<file path="src/rtl/ov_cfg_sequencer.sv">
// ov_cfg_sequencer: walks a combinational init table and issues one SCCB register write per entry.
// Build option OV_CFG_DELAY_CMD_EN: entries with subaddress 8'hFF become data-ms delays instead of writes.
module ov_cfg_sequencer #(
    parameter int unsigned CLK_FREQ_HZ = 25_000_000,
    parameter int unsigned TABLE_LEN   = 192,
    parameter int unsigned POWERUP_MS  = 20,
    parameter int unsigned GAP_CYCLES  = 100
) (
    input  logic        clk,
    input  logic        rst_n,
    input  logic        start,
    output logic [7:0]  rom_index,
    input  logic [15:0] rom_entry,
    output logic        cmd_valid,
    input  logic        cmd_ready,
    output logic [7:0]  cmd_addr,
    output logic [7:0]  cmd_data,
    input  logic        cmd_done,
    output logic        busy,
    output logic        init_done
);

    localparam int unsigned CYC_PER_MS = CLK_FREQ_HZ / 1000;
    localparam int unsigned PWR_CYCLES = POWERUP_MS * CYC_PER_MS;
    localparam int unsigned DLY_MAX    = 255 * CYC_PER_MS;
    localparam int unsigned CNT_MAX0   = (PWR_CYCLES > DLY_MAX) ? PWR_CYCLES : DLY_MAX;
    localparam int unsigned CNT_MAX    = (CNT_MAX0 > GAP_CYCLES) ? CNT_MAX0 : GAP_CYCLES;
    localparam int unsigned CNT_W      = (CNT_MAX < 2) ? 1 : $clog2(CNT_MAX + 1);

    localparam logic [CNT_W-1:0] PWR_LOAD = CNT_W'((PWR_CYCLES == 0) ? 0 : PWR_CYCLES - 1);
    localparam logic [CNT_W-1:0] GAP_LOAD = CNT_W'((GAP_CYCLES == 0) ? 0 : GAP_CYCLES - 1);
    localparam logic [7:0]       LAST_IDX = 8'(TABLE_LEN - 1);

    typedef enum logic [2:0] {
        IDLE,
        PWRUP,
        FETCH,
        ISSUE,
        WAIT_DONE,
        GAP,
`ifdef OV_CFG_DELAY_CMD_EN
        DLY,
`endif
        DONE
    } state_t;

    state_t           state;
    state_t           state_next;
    state_t           adv_state;
    state_t           done_state;
    logic [CNT_W-1:0] cnt;
    logic             cnt_zero;
    logic             handshake;
    logic             got_done;

    assign cnt_zero   = (cnt == '0);
    assign handshake  = (state == ISSUE) && cmd_ready;
    // A cmd_done coinciding with the transfer cycle counts, otherwise only WAIT_DONE listens.
    assign got_done   = ((state == WAIT_DONE) || handshake) && cmd_done;
    assign adv_state  = (rom_index == LAST_IDX) ? DONE : FETCH;
    assign done_state = (GAP_CYCLES == 0) ? adv_state : GAP;

`ifdef OV_CFG_DELAY_CMD_EN
    logic             is_delay;
    logic [CNT_W-1:0] dly_cycles;

    assign is_delay   = (rom_entry[15:8] == 8'hFF);
    assign dly_cycles = CNT_W'(rom_entry[7:0]) * CNT_W'(CYC_PER_MS);
`endif

    always_ff @(posedge clk or negedge rst_n) begin
        if (!rst_n) begin
            state <= IDLE;
        end else begin
            state <= state_next;
        end
    end

    always_comb begin
        state_next = state;
        case (state)
            IDLE, DONE: if (start) state_next = PWRUP;
            PWRUP:      if (cnt_zero) state_next = FETCH;
            FETCH: begin
                state_next = ISSUE;
`ifdef OV_CFG_DELAY_CMD_EN
                if (is_delay) state_next = (dly_cycles != '0) ? DLY : adv_state;
`endif
            end
            ISSUE:      if (handshake) state_next = got_done ? done_state : WAIT_DONE;
            WAIT_DONE:  if (got_done) state_next = done_state;
            GAP:        if (cnt_zero) state_next = adv_state;
`ifdef OV_CFG_DELAY_CMD_EN
            DLY:        if (cnt_zero) state_next = adv_state;
`endif
            default:    state_next = IDLE;
        endcase
    end

    // Counter loads on state entry and counts down to zero; FETCH entered from anywhere but PWRUP means the next entry.
    always_ff @(posedge clk or negedge rst_n) begin
        if (!rst_n) begin
            cnt       <= '0;
            rom_index <= '0;
            cmd_addr  <= '0;
            cmd_data  <= '0;
        end else begin
            if (state_next != state) begin
                case (state_next)
                    PWRUP:   cnt <= PWR_LOAD;
                    GAP:     cnt <= GAP_LOAD;
`ifdef OV_CFG_DELAY_CMD_EN
                    DLY:     cnt <= dly_cycles - 1'b1;
`endif
                    default: cnt <= '0;
                endcase
            end else if (!cnt_zero) begin
                cnt <= cnt - 1'b1;
            end

            if (state_next == PWRUP) begin
                rom_index <= 8'd0;
            end else if (state_next == FETCH) begin
                rom_index <= (state == PWRUP) ? 8'd0 : rom_index + 8'd1;
            end

            if (state == FETCH) begin
                cmd_addr <= rom_entry[15:8];
                cmd_data <= rom_entry[7:0];
            end
        end
    end

    always_comb begin
        cmd_valid = (state == ISSUE);
        busy      = !((state == IDLE) || (state == DONE));
        init_done = (state == DONE);
    end

endmodule
</file>
<file path="config.mk">
export PLATFORM = sky130hd
export DESIGN_NAME = ov_cfg_sequencer
export DESIGN_NICKNAME = d
export VERILOG_FILES = /design/src/rtl/ov_cfg_sequencer.sv
export SDC_FILE = /design/constraint.sdc
export NUM_CORES = 1
export LEC_CHECK = 0
export ABC_CLOCK_PERIOD_IN_PS = 4700
export CORE_ASPECT_RATIO = 0.9
export CORE_MARGIN = 4
export CORE_UTILIZATION = 56
export DETAILED_ROUTE_END_ITERATION = 12
export HOLD_SLACK_MARGIN = 0.05
export PLACE_DENSITY = 0.92
export SLEW_MARGIN = 20
export SYNTH_ARGS = -nofsm -noshare
export SYNTH_HDL_FRONTEND = slang
export SYNTH_SLANG_ARGS = --single-unit
</file>
<file path="constraint.sdc">
create_clock -name clk -period 4.7 [get_ports clk]
set_input_delay 0.47 -clock clk [delete_from_list [all_inputs] [get_ports clk]]
set_output_delay 0.47 -clock clk [all_outputs]
set_load 0.01 [all_outputs]
</file>
Fig. 1: cells by drive strength
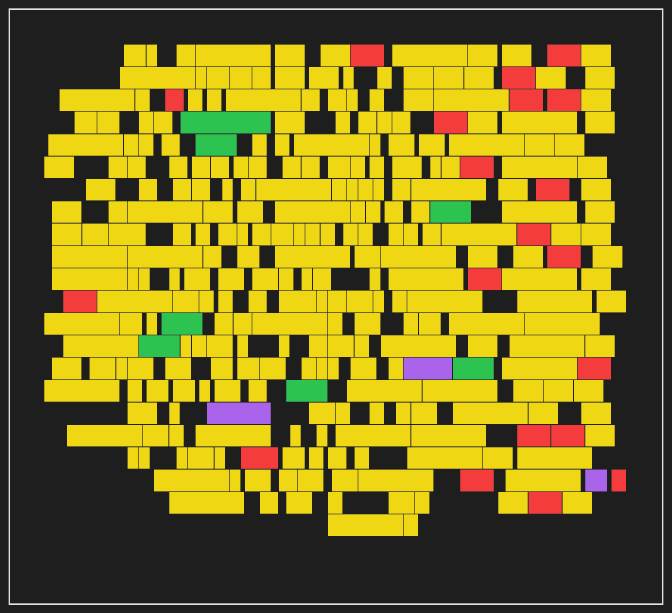
[x1 and smaller] yellow | cells: 264 | most used: dfrtp_1
[x3 and x4] purple | cells: 3
[x2] red | cells: 20 | most used: mux2_2
[x6 and larger] green | cells: 7 | most used: clkbuf_8

Fig. 2: where the registers sit
Scale bar: 20 um. Other sequential cells in the stronger gray, the rest of the logic in the fainter gray.
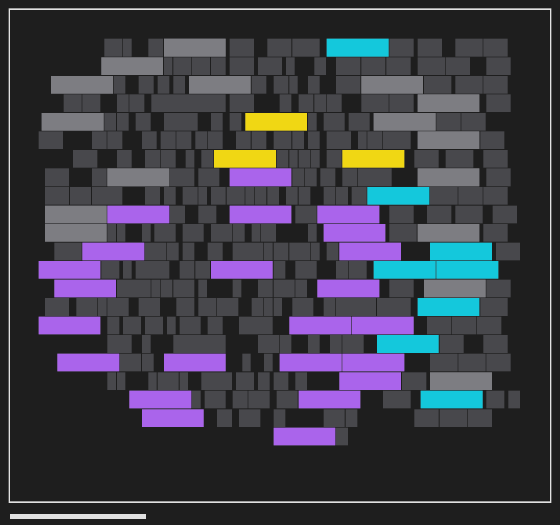
[`state`] yellow | flops: 3
[`cnt`] purple | flops: 23
[`cmd_data`] cyan | flops: 8

Fig. 3: clock network drawn from the DEF
Scale bar: 20 um.
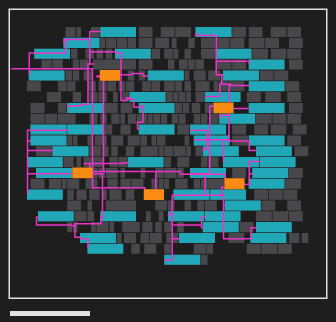
[clock-net drivers] orange | count: 5
[clock wires] magenta | length: 559 um
[flip-flops] cyan | count: 50
routed clock nets: 6

Fig. 4: wire density map
The die is cut into 16 by 14 equal tiles; dark blue is low, red is high, scaled to the fullest tile. Values are wire area over tile area, all layers added.
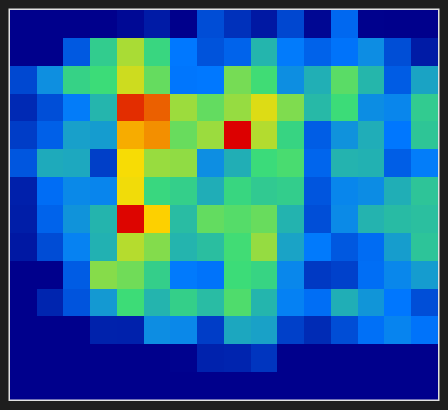
fullest tile: 0.54
densest ninth of the die: center
nearly empty tiles: 21%
tiles over half the peak: 17%
mean over tiles: 0.16

==> impl_metrics.ini <==
; physical design summary
[clocking]
cts-buffers-inserted = 5
clk_latency_ns = 0.30
cts.sinks = 50

[global_route]
grt_max_degree = 51
grt_pass1_wl_um = 9580

[placement]
gp_congestion = 0.923

[timing]
setup_viol = 0
setup_tns_ns = 0

[routing]
wl_met2_um = 2650

[cells_and_area]
drive_above_1_share_pct = 10.2
fin_area_um2 = 3180
instances_no_fill = 356

[logic_synthesis]
synth-seq-cells = 50
synth.avg_cell_area_um2 = 10.3
synthArstFlopShare_pct = 100
top_area_share_pct = 48.8
ys_area_um2 = 2560
topCombFamilyByArea = simple AND/OR/NAND/NOR gates

[die]
coreArea_um2 = 4430
die_width_um = 79.3

[pwr]
vdd.ir_drop.worst_uv = 276

[critical_path]
crit_path_max_fanout = 12
reg2reg_setup_slack_ns = 1.94

[status]
status = finished, final reports clean
==> registers in the layout, summed over array words and instances (netlist names) <==
name	flops
cnt	23
cmd_data	8
cmd_addr	8
rom_index	8
state	3
==> cell type report <==
class                           instances  area [um^2]
Sequential cell                        50         1250
Fill cell                             346         1250
Multi-Input combinational cell        184         1250
Timing Repair Buffer                   48          473
Clock buffer                            6         82.6
Tap cell                               62         77.6
Clock inverter                          1         30.0
Inverter                                5         18.8
==> cell families after synthesis <==
logic type	after synthesis
XOR/XNOR	21
AND/OR/NAND/NOR	91
flip-flops	50
adder cells (fa/ha/maj)	2
multiplexers	18
buffers and inverters	14
AND-OR/OR-AND	52
==> worst max-delay path by stage <==
stage | startpoint | end | slack [ns]
3_3_place_gp | cnt[0] | cnt[0] | 2.05
3_5_place_dp | cnt[0] | cnt[0] | 1.98
5_1_grt | cnt[0] | cnt[0] | 1.66
4_1_cts | cnt[0] | cnt[0] | 1.96
6_report | cnt[0] | cnt[0] | 1.94
2_1_floorplan | cnt[0] | rom_index[2] | 2.70
==> power by group <==
| part | internal, mW | switching, mW | total [mW] | leakage [nW] |
|---|---|---|---|---|
| Combinational | 0.283 | 0.298 | 0.582 | 0.640 |
| Clock | 0.170 | 0.135 | 0.306 | 0.0573 |
| Sequential | 0.551 | 0.146 | 0.697 | 0.663 |
| Total | 1.00 | 0.580 | 1.58 | 1.36 |
==> critical path, cell delays in order (launching register included) <==
cell and delay, ns:
dfrtp_1 0.40, inv_1 0.11, ha_1 0.21, nor2b_1 0.28, and4_1 0.46, nand2_1 0.22, a21oi_1 0.73, o21ai_0 0.21
No activity file was given, so power comes from the tool's default toggle rates.
